File: src/rtl/spi_pkg.sv
// Shared types and helpers for the SPI master transaction engine.
// Holds the FSM state encoding, chip-select index width and counter sizing.
package spi_pkg;

    typedef enum logic [1:0] {
        IDLE,
        SETUP,
        SHIFT,
        HOLD
    } spi_state_t;

    localparam int CS_IDX_W       = 4;
    localparam int DEFAULT_DATA_W = 8;

    // Number of bits needed to hold values 0..value-1.
    function automatic int clog2(input int value);
        int result;
        result = 0;
        while ((1 << result) < value) result++;
        return result;
    endfunction

endpackage

File: src/rtl/spi_clk_div.sv
// SPI clock generator: divides clk by 2*CLK_DIV while enabled, idles low otherwise.
// Strobes flag the cycle whose closing edge makes sclk rise or fall.
module spi_clk_div
    import spi_pkg::*;
#(
    parameter int CLK_DIV = 4
) (
    input  logic clk,
    input  logic rst,
    input  logic en,
    output logic sclk,
    output logic rise_stb,
    output logic fall_stb
);

    localparam int               DIV_W    = clog2(CLK_DIV + 1);
    localparam logic [DIV_W-1:0] DIV_LAST = DIV_W'(CLK_DIV - 1);

    logic [DIV_W-1:0] div_cnt;
    logic             terminal;

    assign terminal = en && (div_cnt == DIV_LAST);
    assign rise_stb = terminal && !sclk;
    assign fall_stb = terminal && sclk;

    // Dropping the enable parks the divider at zero with sclk low, so every
    // SHIFT phase starts with a full half-period before the first rise.
    always_ff @(posedge clk) begin
        if (rst || !en) begin
            div_cnt <= '0;
            sclk    <= 1'b0;
        end else if (div_cnt == DIV_LAST) begin
            div_cnt <= '0;
            sclk    <= ~sclk;
        end else begin
            div_cnt <= div_cnt + 1'b1;
        end
    end

endmodule

File: src/rtl/spi_master_ctrl.sv
// SPI mode-0 master, MSB first: one request at a time, framed by cs_en with
// configurable setup/hold, driving a downstream 4-to-16 chip-select decoder.
module spi_master_ctrl
    import spi_pkg::*;
#(
    parameter int DATA_W   = DEFAULT_DATA_W,
    parameter int CLK_DIV  = 4,
    parameter int CS_SETUP = 2,
    parameter int CS_HOLD  = 2
) (
    input  logic                clk,
    input  logic                rst,
    input  logic                start,
    input  logic [CS_IDX_W-1:0] slave_idx,
    input  logic [DATA_W-1:0]   tx_data,
    output logic                busy,
    output logic                done,
    output logic [DATA_W-1:0]   rx_data,
    output logic                sclk,
    output logic                mosi,
    input  logic                miso,
    output logic [CS_IDX_W-1:0] cs_idx,
    output logic                cs_en
);

    localparam int BIT_W = clog2(DATA_W);
    localparam int PH_W  = clog2(((CS_SETUP > CS_HOLD) ? CS_SETUP : CS_HOLD) + 1);

    localparam logic [BIT_W-1:0] BIT_LAST   = BIT_W'(DATA_W - 1);
    localparam logic [PH_W-1:0]  SETUP_LAST = PH_W'(CS_SETUP - 1);
    localparam logic [PH_W-1:0]  HOLD_LAST  = PH_W'(CS_HOLD - 1);

    spi_state_t        state;
    logic [BIT_W-1:0]  bit_cnt;
    logic [PH_W-1:0]   phase_cnt;
    logic [DATA_W-1:0] tx_shift;
    logic [DATA_W-1:0] rx_shift;
    logic              rise_stb;
    logic              fall_stb;

    spi_clk_div #(
        .CLK_DIV (CLK_DIV)
    ) u_clk_div (
        .clk      (clk),
        .rst      (rst),
        .en       (state == SHIFT),
        .sclk     (sclk),
        .rise_stb (rise_stb),
        .fall_stb (fall_stb)
    );

    // tx_shift holds the bits still to be sent, left-aligned; the MSB goes
    // straight onto mosi at accept so it is valid through the whole setup window.
    always_ff @(posedge clk) begin
        if (rst) begin
            state     <= IDLE;
            busy      <= 1'b0;
            done      <= 1'b0;
            mosi      <= 1'b0;
            cs_en     <= 1'b0;
            cs_idx    <= '0;
            rx_data   <= '0;
            bit_cnt   <= '0;
            phase_cnt <= '0;
            tx_shift  <= '0;
            rx_shift  <= '0;
        end else begin
            done <= 1'b0;
            case (state)
                IDLE: begin
                    if (start) begin
                        state     <= SETUP;
                        busy      <= 1'b1;
                        cs_en     <= 1'b1;
                        cs_idx    <= slave_idx;
                        mosi      <= tx_data[DATA_W-1];
                        tx_shift  <= {tx_data[DATA_W-2:0], 1'b0};
                        bit_cnt   <= '0;
                        phase_cnt <= '0;
                    end
                end
                SETUP: begin
                    if (phase_cnt == SETUP_LAST) begin
                        state     <= SHIFT;
                        phase_cnt <= '0;
                    end else begin
                        phase_cnt <= phase_cnt + 1'b1;
                    end
                end
                SHIFT: begin
                    if (rise_stb) begin
                        rx_shift <= {rx_shift[DATA_W-2:0], miso};
                    end
                    // The last falling edge closes the frame and leaves mosi on the final bit.
                    if (fall_stb) begin
                        if (bit_cnt == BIT_LAST) begin
                            state <= HOLD;
                        end else begin
                            bit_cnt  <= bit_cnt + 1'b1;
                            mosi     <= tx_shift[DATA_W-1];
                            tx_shift <= {tx_shift[DATA_W-2:0], 1'b0};
                        end
                    end
                end
                HOLD: begin
                    if (phase_cnt == HOLD_LAST) begin
                        state     <= IDLE;
                        phase_cnt <= '0;
                        busy      <= 1'b0;
                        cs_en     <= 1'b0;
                        done      <= 1'b1;
                        rx_data   <= rx_shift;
                    end else begin
                        phase_cnt <= phase_cnt + 1'b1;
                    end
                end
                default: state <= IDLE;
            endcase
        end
    end

endmodule
File: config.mk
export PLATFORM = sky130hd
export DESIGN_NAME = spi_master_ctrl
export DESIGN_NICKNAME = d
export VERILOG_FILES = /design/src/rtl/spi_pkg.sv /design/src/rtl/spi_clk_div.sv /design/src/rtl/spi_master_ctrl.sv
export SDC_FILE = /design/constraint.sdc
export NUM_CORES = 1
export LEC_CHECK = 0
export CORE_ASPECT_RATIO = 0.6
export CORE_MARGIN = 5
export CORE_UTILIZATION = 46
export DETAILED_ROUTE_END_ITERATION = 16
export PLACE_DENSITY = 0.74
export SLEW_MARGIN = 10
export SYNTH_ARGS = -nofsm -noshare
export SYNTH_HDL_FRONTEND = slang
export SYNTH_SLANG_ARGS = --single-unit
File: constraint.sdc
create_clock -name clk -period 1.5 [get_ports clk]
set_input_delay 0.45 -clock clk [delete_from_list [all_inputs] [get_ports clk]]
set_output_delay 0.45 -clock clk [all_outputs]
set_load 0.03 [all_outputs]
Fig. 1: run 1, clock wiring as the flow saved it
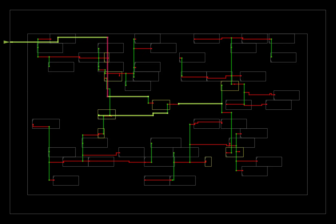
Clock Skew: 0.00487 ns
CLK BUF: 6
flip-flops: 41

Fig. 2: run 1, signal wires on met2
(4 px per um) Cells faint in the background.
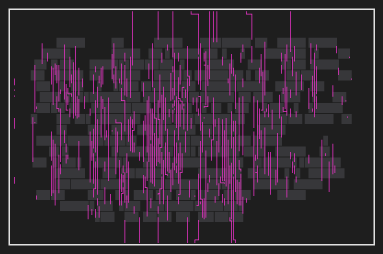
share of all routed wire: 48%
wire length on this layer: 1,850 um
GRT met2 Usage: 0.255
DR vias: 1,405
drt total wl: 3880 um

Fig. 3: run 1, pin map
(3 px per um) Pins as bars across the die edge, other pins in grey.
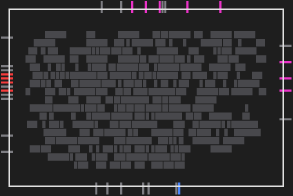
legend:
  blue:
    port: mosi
    pins: 1
    direction: output
    edge: bottom
  red:
    port: slave_idx
    pins: 4
    direction: input
    edge: left
  magenta:
    port: rx_data
    pins: 8
    direction: output
    edge: 5 top, 3 right
all pins by edge: 12 left, 9 top, 7 bottom, 5 right
die width: 90.9 um
vertical die size: 58.5 um
I/O Buffers: 32

Fig. 4: run 1, clock network drawn from the DEF
(6 px per um)
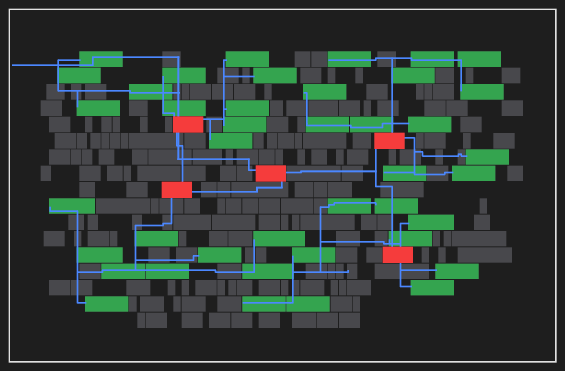
legend:
  green:
    item: flip-flops
    count: 41
  red:
    item: cells driving clock nets
    count: 5
  blue:
    item: clock wires
    length: 474 um
routed clock nets: 6
Clock power frac: 0.178
Latency at later pin: 0.29 ns

==> results.toml, run 1 <==
# flow metrics
[outcome]
outcome = "finished, violations left"
violations = "negative setup slack"

[logic_synthesis]
synthTopCellsByCount = "41 x dfxtp_1, 29 x mux2i_1, 26 x nand2_1"
syn_nets = 209
ys_seq_frac = 0.455
yosys-top-cells-area = "dfxtp_1 45%, mux2i_1 16%, ha_1 5.5%, nand2_1 5.4%, nor2_1 5.0%"
synthFlopType = "dfxtp_1"
synth_top_cell_by_area = "dfxtp_1"
top_area_frac = 0.455
synth-xor-area-share = 0.00485
ys.flops = 41
ys_warn_count = 0
yosys.area_share.simple = 0.173

[sta]
report.final.slew_viol_count = 0
slew_headroom = 0.790
worst_slew_pin_slew_ns = 0.316
whs_ns = 0.437
min_period_over_period = 1.03
setup_viol = 2
fin_ws_ns = -0.0518

[cts]
clockRootBuffer = "clkbuf_8"
cts_buffer_depth = 2
cts_tree = "done"
cts.sinks = 41

[worst_setup_path]
worstPathBufferInverterCount = 0
worstPathArrival_ns = 1.75
r2r-start = "bit_cnt[1]"
worstSetupPathType = "flop to flop"
crit_slowest_cell = "a211o_4"
crit_required_ns = 1.70
endpoint = "tx_shift[7]"

[placement]
placed_area_mm2 = 0.00227
dp_hpwl_um = 2640
dpl.cell_count = 268
place.gp.congestion = 0.784

[final_layout]
final_nets = 257
final_cell_mix = "36 x dfxtp_1, 28 x mux2i_1, 26 x nand2_1"
logic_gate_count = 127
n_all_inverters = 5
non_clock_buffer_count = 53
antennaDiodeCount = 0
clk_share = 0.0325
drive_above_1_share = 0.282
area_delta_synth_final_pct = 41.0

[grt]
grt_pass1_vias = 1415
grt_overflow = 0
grt_util_met1 = 0.189

[power]
vdd_drop_max_mv = 0.745
swShare = 0.342
comb_power_share = 0.454
internal-power_uw = 2520

[die]
n_tap_cell = 47

[detailed_routing]
ant_nets = 0
top_layer_used = "met4"

[run]
drv_cap = 0
==> inputs of run 2 (changes only) <==
--- a/config.mk
+++ b/config.mk
@@ -5,9 +5,9 @@
 export SDC_FILE = /design/constraint.sdc
 export NUM_CORES = 1
 export LEC_CHECK = 0
-export CORE_ASPECT_RATIO = 0.6
 export CORE_MARGIN = 5
 export CORE_UTILIZATION = 46
+export CTS_CLUSTER_SIZE = 30
 export DETAILED_ROUTE_END_ITERATION = 16
 export PLACE_DENSITY = 0.74
 export SLEW_MARGIN = 10
Fig. 5: run 2, clock network drawn from the DEF
(8 px per um)
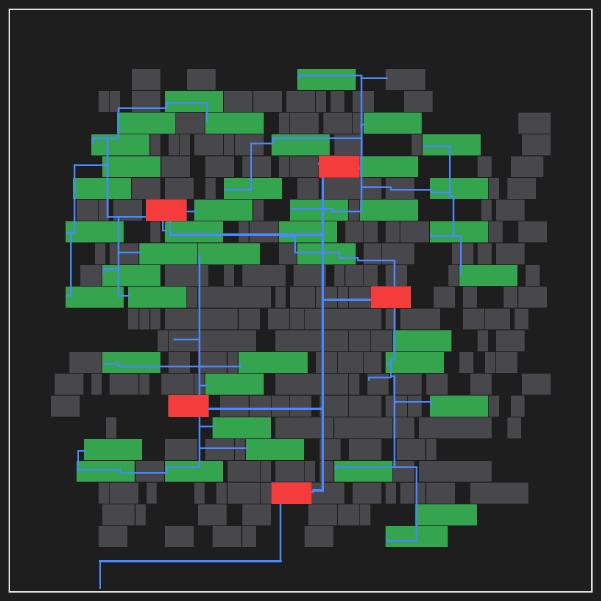
legend:
  blue:
    item: clock wires
    length: 465 um
  green:
    item: flip-flops
    count: 41
  red:
    item: cells driving clock nets
    count: 5
routed clock nets: 6
Latency at later pin: 0.30 ns
Clk power: 924 uW

==> results.toml, run 2 <==
# flow metrics
[power]
vdd_drop_max_mv = 0.805
internal-power_uw = 2670
p_seq_frac = 0.352
comb_power_share = 0.414
swShare = 0.324
clockPowerShare = 0.234

[sta]
min_period_over_period = 1.02
slew_headroom = 0.774
whs_ns = 0.434
setup_viol = 10
fin_ws_ns = -0.0358
worst_slew_pin_slew_ns = 0.337
fin_skew_ns = 0.00645

[logic_synthesis]
top_area_frac = 0.455
syn_nets = 209
synth-xor-area-share = 0.00485
yosys.area_share.simple = 0.173
synthTopCellsByCount = "41 x dfxtp_1, 29 x mux2i_1, 26 x nand2_1"
ys.flops = 41
synthFlopType = "dfxtp_1"
synthMostInstantiatedCell = "dfxtp_1"
yosys-top-cells-area = "dfxtp_1 45%, mux2i_1 16%, ha_1 5.5%, nand2_1 5.4%, nor2_1 5.0%"
ys_warn_count = 0
synth_top_cell_by_area = "dfxtp_1"
ys_seq_frac = 0.455

[grt]
grt_util_met1 = 0.181
grt_overflow = 0

[detailed_routing]
vias = 1416

[final_layout]
nClkBuffers = 6
logic_gate_count = 127
antennaDiodeCount = 0
design.seq.count = 41
clk_share = 0.0473
seq_area_frac = 0.326
drive_above_1_share = 0.288
area_delta_synth_final_pct = 40.7
final_nets = 259
n_all_inverters = 5
final_cell_mix = "37 x dfxtp_1, 29 x mux2i_1, 26 x nand2_1"
non_clock_buffer_count = 55

[cts]
clockRootBuffer = "clkbuf_8"
cts.sinks = 41
cts_buffer_depth = 2

[outcome]
violations = "negative setup slack"
outcome = "finished, violations left"

[worst_setup_path]
worstPathBufferInverterCount = 0
r2r-start = "bit_cnt[1]"
worstPathArrival_ns = 1.71
endpoint = "tx_shift[2]"
worstSetupPathType = "flop to flop"

[placement]
place.gp.congestion = 0.789
placed_area_mm2 = 0.00226
io_buffers = 32
dpl.cell_count = 269
dp_hpwl_um = 2650

[die]
die_y_um = 72.6
die_w_um = 72.6

[run]
drv_cap = 0

[hold_path]
min_path_type = "flop to flop"
==> inputs of run 3 (changes only) <==
--- a/config.mk
+++ b/config.mk
@@ -7,7 +7,6 @@
 export LEC_CHECK = 0
 export CORE_MARGIN = 5
 export CORE_UTILIZATION = 46
-export CTS_CLUSTER_SIZE = 30
 export DETAILED_ROUTE_END_ITERATION = 16
 export PLACE_DENSITY = 0.74
 export SLEW_MARGIN = 10
Fig. 6: run 3, pin map
(4 px per um) Pins as bars across the die edge, other pins in grey.
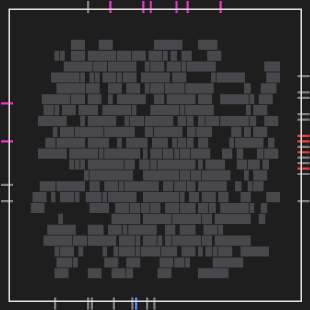
legend:
  red:
    port: slave_idx
    pins: 4
    direction: input
    edge: right
  blue:
    port: mosi
    pins: 1
    direction: output
    edge: bottom
  magenta:
    port: rx_data
    pins: 8
    direction: output
    edge: 6 top, 2 left
die width: 72.6 um
vertical die size: 72.6 um

==> results.toml, run 3 <==
# flow metrics
[grt]
grt_pass1_vias = 1421
grt_pass1_wl_um = 6260
grt_overflow = 0
grt_util_met1 = 0.181

[sta]
min_period_over_period = 1.02
report.final.slew_viol_count = 0
setup_viol = 10
whs_ns = 0.434
fin_skew_ns = 0.00645
fin_ws_ns = -0.0358
worst_slew_pin_slew_ns = 0.337
slew_headroom = 0.774
period_minus_slack_ns = 1.54

[logic_synthesis]
yosys-top-cells-area = "dfxtp_1 45%, mux2i_1 16%, ha_1 5.5%, nand2_1 5.4%, nor2_1 5.0%"
synthMostInstantiatedCell = "dfxtp_1"
synthFlopType = "dfxtp_1"
synth-xor-area-share = 0.00485
synth_top_cell_by_area = "dfxtp_1"
ys.flops = 41
synthTopCellsByCount = "41 x dfxtp_1, 29 x mux2i_1, 26 x nand2_1"
syn_nets = 209
top_area_frac = 0.455
ys_seq_frac = 0.455
yosys.area_share.simple = 0.173

[die]
n_tap_cell = 48

[worst_setup_path]
worstSetupPathType = "flop to flop"
crit_required_ns = 1.67
crit_slowest_cell = "a211o_2"
worstPathBufferInverterCount = 0
r2r-start = "bit_cnt[1]"
endpoint = "tx_shift[2]"

[placement]
placed_area_mm2 = 0.00226
io_buffers = 32
place.gp.congestion = 0.789
dpl.cell_count = 269
dp_hpwl_um = 2650

[power]
powerClk_uw = 924
powerComb_uw = 1630
internal-power_uw = 2670
p_seq_frac = 0.352
clockPowerShare = 0.234
swShare = 0.324

[run]
drv_cap = 0

[final_layout]
design.seq.count = 41
logic_gate_count = 127
seq_area_frac = 0.326
drive_above_1_share = 0.288
antennaDiodeCount = 0
final_cell_mix = "37 x dfxtp_1, 29 x mux2i_1, 26 x nand2_1"
non_clock_buffer_count = 55
nClkBuffers = 6
instances_no_fill = 284
clk_share = 0.0473
area_delta_synth_final_pct = 40.7
dominant_cells = "multi-input combinational cells"
final_nets = 259

[hold_path]
min_path_type = "flop to flop"

[cts]
cts_buffer_depth = 2
cts.sinks = 41
cts_tree = "done"
clock_latency_ns = 0.30

[outcome]
violations = "negative setup slack"
outcome = "finished, violations left"

[detailed_routing]
ant_nets = 0
top_layer_used = "met4"
vias = 1416
routed_wl_um = 3730
Power figures rest on the tool's default switching activity, not on a simulated workload.
